run_1/pdn.png
Scale bar: 50 um. Pins as bars on the die edge. Tap cells in grey.
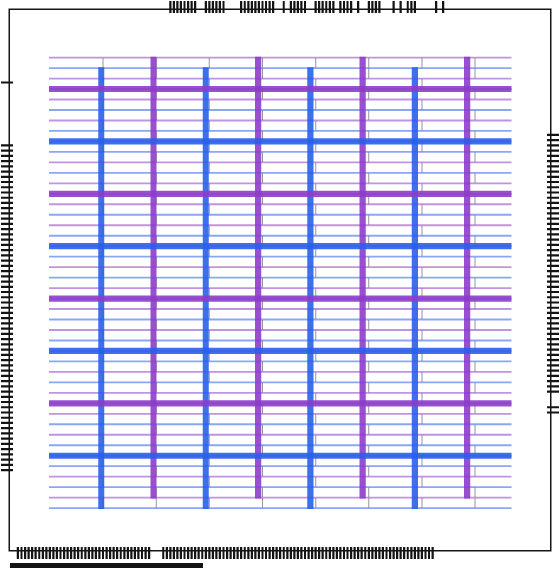
run_1/cell_classes.png
Scale bar: 50 um.
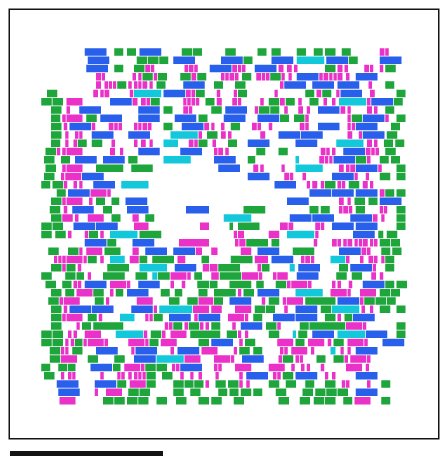
run_1/clock_map.png
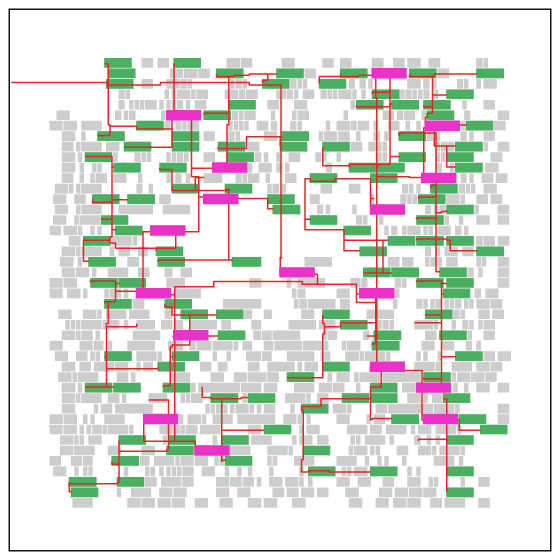
run_1/metal_stack.png
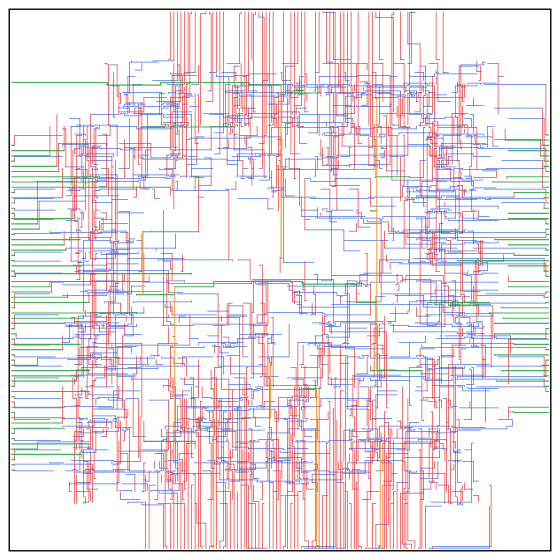
--- config.mk ---
export PLATFORM = sky130hd
export DESIGN_NAME = mem_arbiter
export DESIGN_NICKNAME = d
export VERILOG_FILES = /design/src/rtl/mem_arb_pkg.sv /design/src/rtl/rr_pick2.sv /design/src/rtl/mem_arbiter.sv
export SDC_FILE = /design/constraint.sdc
export NUM_CORES = 1
export LEC_CHECK = 0
export CORE_MARGIN = 10
export CORE_UTILIZATION = 34
export DETAILED_ROUTE_END_ITERATION = 10
export PLACE_DENSITY_LB_ADDON = 0.15
export RECOVER_POWER = 25
export SYNTH_ARGS = -nofsm -noshare
export SYNTH_HDL_FRONTEND = slang
export SYNTH_SLANG_ARGS = --single-unit
--- constraint.sdc ---
create_clock -name Clock -period 1.65 [get_ports Clock]
set_clock_uncertainty 0.05 [all_clocks]
set_input_delay 0.4125 -clock Clock [delete_from_list [all_inputs] [get_ports Clock]]
set_output_delay 0.4125 -clock Clock [all_outputs]
set_load 0.01 [all_outputs]
--- src/rtl/mem_arb_pkg.sv ---
// Shared types and defaults for the two-port RAM arbiter.
package mem_arb_pkg;

  typedef enum logic [1:0] {
    IDLE   = 2'd0,
    ACCESS = 2'd1,
    RESP   = 2'd2
  } arb_state_e;

  localparam logic PORT0 = 1'b0;
  localparam logic PORT1 = 1'b1;

  localparam int unsigned ADDR_W_DEF = 32;
  localparam int unsigned MEM_AW_DEF = 14;
  localparam int unsigned DATA_W_DEF = 32;

endpackage

--- src/rtl/rr_pick2.sv ---
// Combinational two-way winner select: lock filter, then round-robin or
// fixed-priority tie break.
module rr_pick2
  import mem_arb_pkg::*;
#(
  parameter bit FIXED_PRIO = 1'b0
) (
  input  logic [1:0] req_i,
  input  logic       last_owner_i,
  input  logic       lock_i,
  output logic       valid_o,
  output logic       winner_o
);

  logic [1:0] eff_req;

  // Mask the non-owner while locked, then resolve ties.
  always_comb begin
    eff_req = req_i;
    if (lock_i) begin
      eff_req = (last_owner_i == PORT1) ? (req_i & 2'b10) : (req_i & 2'b01);
    end
    valid_o  = |eff_req;
    winner_o = PORT0;
    if (eff_req == 2'b11) begin
      winner_o = FIXED_PRIO ? PORT0 : ~last_owner_i;
    end else if (eff_req[1]) begin
      winner_o = PORT1;
    end
  end

endmodule

--- src/rtl/mem_arbiter.sv ---
// Two-master arbiter for a single-port word RAM: one outstanding
// transaction, IDLE -> ACCESS -> RESP, optional ownership lock.
// Define MEM_ARB_FIXED_PRIO_EN to make port 0 win every tie.
module mem_arbiter
  import mem_arb_pkg::*;
#(
  parameter int unsigned ADDR_W = ADDR_W_DEF,
  parameter int unsigned MEM_AW = MEM_AW_DEF,
  parameter int unsigned DATA_W = DATA_W_DEF
) (
  input  logic              Clock,
  input  logic              Reset,
  input  logic              Req0,
  input  logic              Req1,
  input  logic              Write0,
  input  logic              Write1,
  input  logic              Lock0,
  input  logic              Lock1,
  input  logic [ADDR_W-1:0] Addr0,
  input  logic [ADDR_W-1:0] Addr1,
  input  logic [DATA_W-1:0] WData0,
  input  logic [DATA_W-1:0] WData1,
  output logic              Gnt0,
  output logic              Gnt1,
  output logic              RValid0,
  output logic              RValid1,
  output logic [DATA_W-1:0] RData0,
  output logic [DATA_W-1:0] RData1,
  output logic [MEM_AW-1:0] Mem_Address,
  output logic              Mem_WriteEnable,
  output logic [DATA_W-1:0] Mem_WriteData,
  input  logic [DATA_W-1:0] Mem_ReadData
);

`ifdef MEM_ARB_FIXED_PRIO_EN
  localparam bit FixedPrio = 1'b1;
`else
  localparam bit FixedPrio = 1'b0;
`endif

  arb_state_e        state_q, state_d;
  logic              owner_q, owner_d;
  logic              write_q, write_d;
  logic              lock_q, lock_d;
  logic              last_q, last_d;
  logic [1:0]        gnt_q, gnt_d;
  logic [1:0]        rvalid_q, rvalid_d;
  logic [DATA_W-1:0] rdata0_q, rdata0_d;
  logic [DATA_W-1:0] rdata1_q, rdata1_d;
  logic [MEM_AW-1:0] maddr_q, maddr_d;
  logic              mwe_q, mwe_d;
  logic [DATA_W-1:0] mwdata_q, mwdata_d;

  logic              pick_valid;
  logic              pick_winner;
  logic [ADDR_W-1:0] sel_addr;
  logic              sel_write;
  logic              sel_lock;
  logic [DATA_W-1:0] sel_wdata;

  // Byte-lane and above-RAM address bits are dropped; RAM accesses wrap.
  logic unused_addr_bits;
  assign unused_addr_bits = ^{Addr0[1:0], Addr1[1:0],
                              Addr0[ADDR_W-1:MEM_AW+2], Addr1[ADDR_W-1:MEM_AW+2]};

  rr_pick2 #(
    .FIXED_PRIO(FixedPrio)
  ) u_pick (
    .req_i       ({Req1, Req0}),
    .last_owner_i(last_q),
    .lock_i      (lock_q),
    .valid_o     (pick_valid),
    .winner_o    (pick_winner)
  );

  // Mux the winning requester's transaction fields.
  always_comb begin
    sel_addr  = (pick_winner == PORT1) ? Addr1  : Addr0;
    sel_write = (pick_winner == PORT1) ? Write1 : Write0;
    sel_lock  = (pick_winner == PORT1) ? Lock1  : Lock0;
    sel_wdata = (pick_winner == PORT1) ? WData1 : WData0;
  end

  // Next-state and registered-output logic; every output is a flop so the
  // RAM pins are driven only from this block.
  always_comb begin
    state_d  = state_q;
    owner_d  = owner_q;
    write_d  = write_q;
    lock_d   = lock_q;
    last_d   = last_q;
    gnt_d    = '0;
    rvalid_d = '0;
    rdata0_d = rdata0_q;
    rdata1_d = rdata1_q;
    maddr_d  = maddr_q;
    mwe_d    = 1'b0;
    mwdata_d = mwdata_q;
    unique case (state_q)
      IDLE: begin
        if (pick_valid) begin
          owner_d             = pick_winner;
          write_d             = sel_write;
          lock_d              = sel_lock;
          maddr_d             = sel_addr[MEM_AW+1:2];
          mwdata_d            = sel_wdata;
          mwe_d               = sel_write;
          gnt_d[pick_winner]  = 1'b1;
          state_d             = ACCESS;
        end
      end
      ACCESS: begin
        state_d = RESP;
      end
      RESP: begin
        rvalid_d[owner_q] = 1'b1;
        if (!write_q) begin
          if (owner_q == PORT1) begin
            rdata1_d = Mem_ReadData;
          end else begin
            rdata0_d = Mem_ReadData;
          end
        end
        last_d  = owner_q;
        state_d = IDLE;
      end
      default: begin
        state_d = IDLE;
      end
    endcase
  end

  // State and output registers with synchronous reset.
  always_ff @(posedge Clock) begin
    if (Reset) begin
      state_q  <= IDLE;
      owner_q  <= PORT0;
      write_q  <= 1'b0;
      lock_q   <= 1'b0;
      last_q   <= PORT1;
      gnt_q    <= '0;
      rvalid_q <= '0;
      rdata0_q <= '0;
      rdata1_q <= '0;
      maddr_q  <= '0;
      mwe_q    <= 1'b0;
      mwdata_q <= '0;
    end else begin
      state_q  <= state_d;
      owner_q  <= owner_d;
      write_q  <= write_d;
      lock_q   <= lock_d;
      last_q   <= last_d;
      gnt_q    <= gnt_d;
      rvalid_q <= rvalid_d;
      rdata0_q <= rdata0_d;
      rdata1_q <= rdata1_d;
      maddr_q  <= maddr_d;
      mwe_q    <= mwe_d;
      mwdata_q <= mwdata_d;
    end
  end

  assign Gnt0            = gnt_q[0];
  assign Gnt1            = gnt_q[1];
  assign RValid0         = rvalid_q[0];
  assign RValid1         = rvalid_q[1];
  assign RData0          = rdata0_q;
  assign RData1          = rdata1_q;
  assign Mem_Address     = maddr_q;
  assign Mem_WriteEnable = mwe_q;
  assign Mem_WriteData   = mwdata_q;

endmodule

==> results.toml <==
# synthesis and place-and-route metrics
[worst_setup_path]
arrival_ns = 1.97
cpLargestDelayFamily = "buffers and inverters"
critPathRequiredTime_ns = 1.88
slowest_delay_ns = 0.42
crit_buf_inv = 3
worst-setup-path-type = "flip-flop to flip-flop"

[outcome]
status = "finished, violations left"
failed_checks = "negative setup slack"

[routing]
vias_per_cell = 4.827
vias = 4928
drt_iter0_drc = 193
wl_per_cell_um = 17.23

[pwr]
cellInternalPower_w = 0.006484

[yosys]
syn_inst = 577
synth-seq-area-share = 0.4931
syn-cell-area_um2 = 4912
yosysWarnings = 0

[cts]
numCtsBuffers = 17
clk_pin_slew_ns = 0.05
clock_path_buffers = 2

[die]
num_io_pins = 283
core_area_um2 = 14040

[timing]
setup_violations = 38
layout_setup_ws_ns = -0.08261
relSlewSlack = 0.5282

[flow_run]
warning_count = 65
max_cap_violations = 0

[global_route]
antenna_found_initial = 0

[cells_and_area]
num-fill-cells = 1287
final_common_cell = "nand2_1"

[placed_design]
port_buffers = 246
gp_congestion = 0.7716
Notes on pdn.png above:
net	colour
VSS	blue
VDD	purple
tap cells	180
met4 straps	8
met1 rails	44
met5 straps	8
signal pins	283

Notes on cell_classes.png above:
class	colour	cells	share of their area
clock drivers and dummy loads	cyan	27	6.6%
all other logic	magenta	407	28%
other buffers and delay cells	green	286	36%
flip-flops	blue	121	30%

Notes on clock_map.png above:
[cells driving clock nets] magenta | count: 17
[clock wires] red | length: 1590 um
[flip-flops] green | count: 121
routed clock nets	18

Notes on metal_stack.png above:
layer	colour	wire length
met1	blue	6850 um
met3	green	1300 um
met2	red	9150 um
met4	orange	295 um

run 1: timing repair:
| item | 4_1_cts | 5_1_grt |
|---|---|---|
| buffers inserted | 9 | 0 |
| pin swaps | 2 | 11 |
| endpoints found under the setup margin | 167 | 52 |
| gates cloned | 5 | 1 |
| resized | 124 | 5 |
run 1: Yosys cell counts:
cell	number	area (um^2)
nor3_1	3	15.01
and2_1	2	12.51
a211o_1	1	8.760
buf_2	1	5.000
inv_1	1	3.750
a2111oi_4	1	27.53
nor2b_1	1	6.260
nor2_1	51	191.4
buf_6	9	101.4
a311oi_2	47	705.7
and2b_1	1	7.510
nand2_1	222	833.3
dfxtp_1	121	2422
or3_1	2	12.51
nand2b_1	2	12.51
mux2i_1	3	30.03
buf_4	1	7.510
nor3b_1	2	15.01
a21oi_1	64	320.3
and3_1	1	6.260
nand3b_1	1	7.510
a211oi_2	1	12.51
nand3_1	1	5.000
clkbuf_1	38	142.6
run 1: routing by layer:
| layer | share of wire | global-route usage |
|---|---|---|
| met5 | 0 | 0 |
| met4 | 0.017 | 0.06739 |
| met2 | 0.52 | 0.3108 |
| met1 | 0.39 | 0.1872 |
| met3 | 0.074 | 0.06322 |
run 1: cells by family after synthesis:
family	count (synthesis)	synth area share
and+or+nand+nor	289	0.2290
DFF	121	0.4931
AOI/OAI and AO/OA	114	0.2188
buffers and inverters	50	0.05298
muxes	3	0.006113
run 1: stage by stage:
stage / setup slack [ns] / std cells
3_3_place_gp: -0.6002 / 980
2_1_floorplan: -0.03052 / 577
6_report: -0.08261 / 1021
3_5_place_dp: -0.7057 / 980
5_1_grt: -0.1433 / 1021
4_1_cts: -0.1473 / 1021
run 1: registers in the layout, summed over array words and instances (netlist names):
signal	flops
Mem_WriteData	32
RData0	32
RData1	32
Mem_Address	14
gnt_q	2
rvalid_q	2
state_q	2
Mem_WriteEnable	1
last_q	1
lock_q	1
owner_q	1
write_q	1
run 1: tightest hold or removal path: cells and delay by family (launching register included):
family	cells	cell delay, ns
AND-OR/OR-AND	1	0.05
flip-flops	1	0.30
AND/OR/NAND/NOR	1	0.05
run 1: cell type report:
class / count / area, um^2 / area share
timing repair buffer: 286 / 2904 / 0.3478
sequential: 121 / 2424 / 0.2902
multi-input combinational: 406 / 2261 / 0.2708
clock buffer: 23 / 488.0 / 0.05844
tap: 180 / 225.2 / 0.02697
clock inverter: 4 / 45.04 / 0.005394
inverter: 1 / 3.754 / 0.0004495
run 1: worst paths after layout:
kind | start | endpoint | slack, ns | depth (start not counted)
max | last_q | Mem_WriteData[10] | -0.08 | 6
min | RData1[17] | RData1[17] | 0.40 | 2
max reg2reg | last_q | Mem_WriteData[10] | -0.08 | 6
min reg2reg | RData1[17] | RData1[17] | 0.40 | 2
run 1: power by group through the flow:
stage               clock [W]  sequential, W  combinational, W
floorplan                   0        0.00345          0.000904
global placement            0        0.00335           0.00200
finish                0.00338        0.00330           0.00213
CTS                   0.00346        0.00329           0.00216
global route          0.00358        0.00332           0.00229
detailed placement          0        0.00336           0.00204
No activity file was given, so power comes from the tool's default toggle rates.
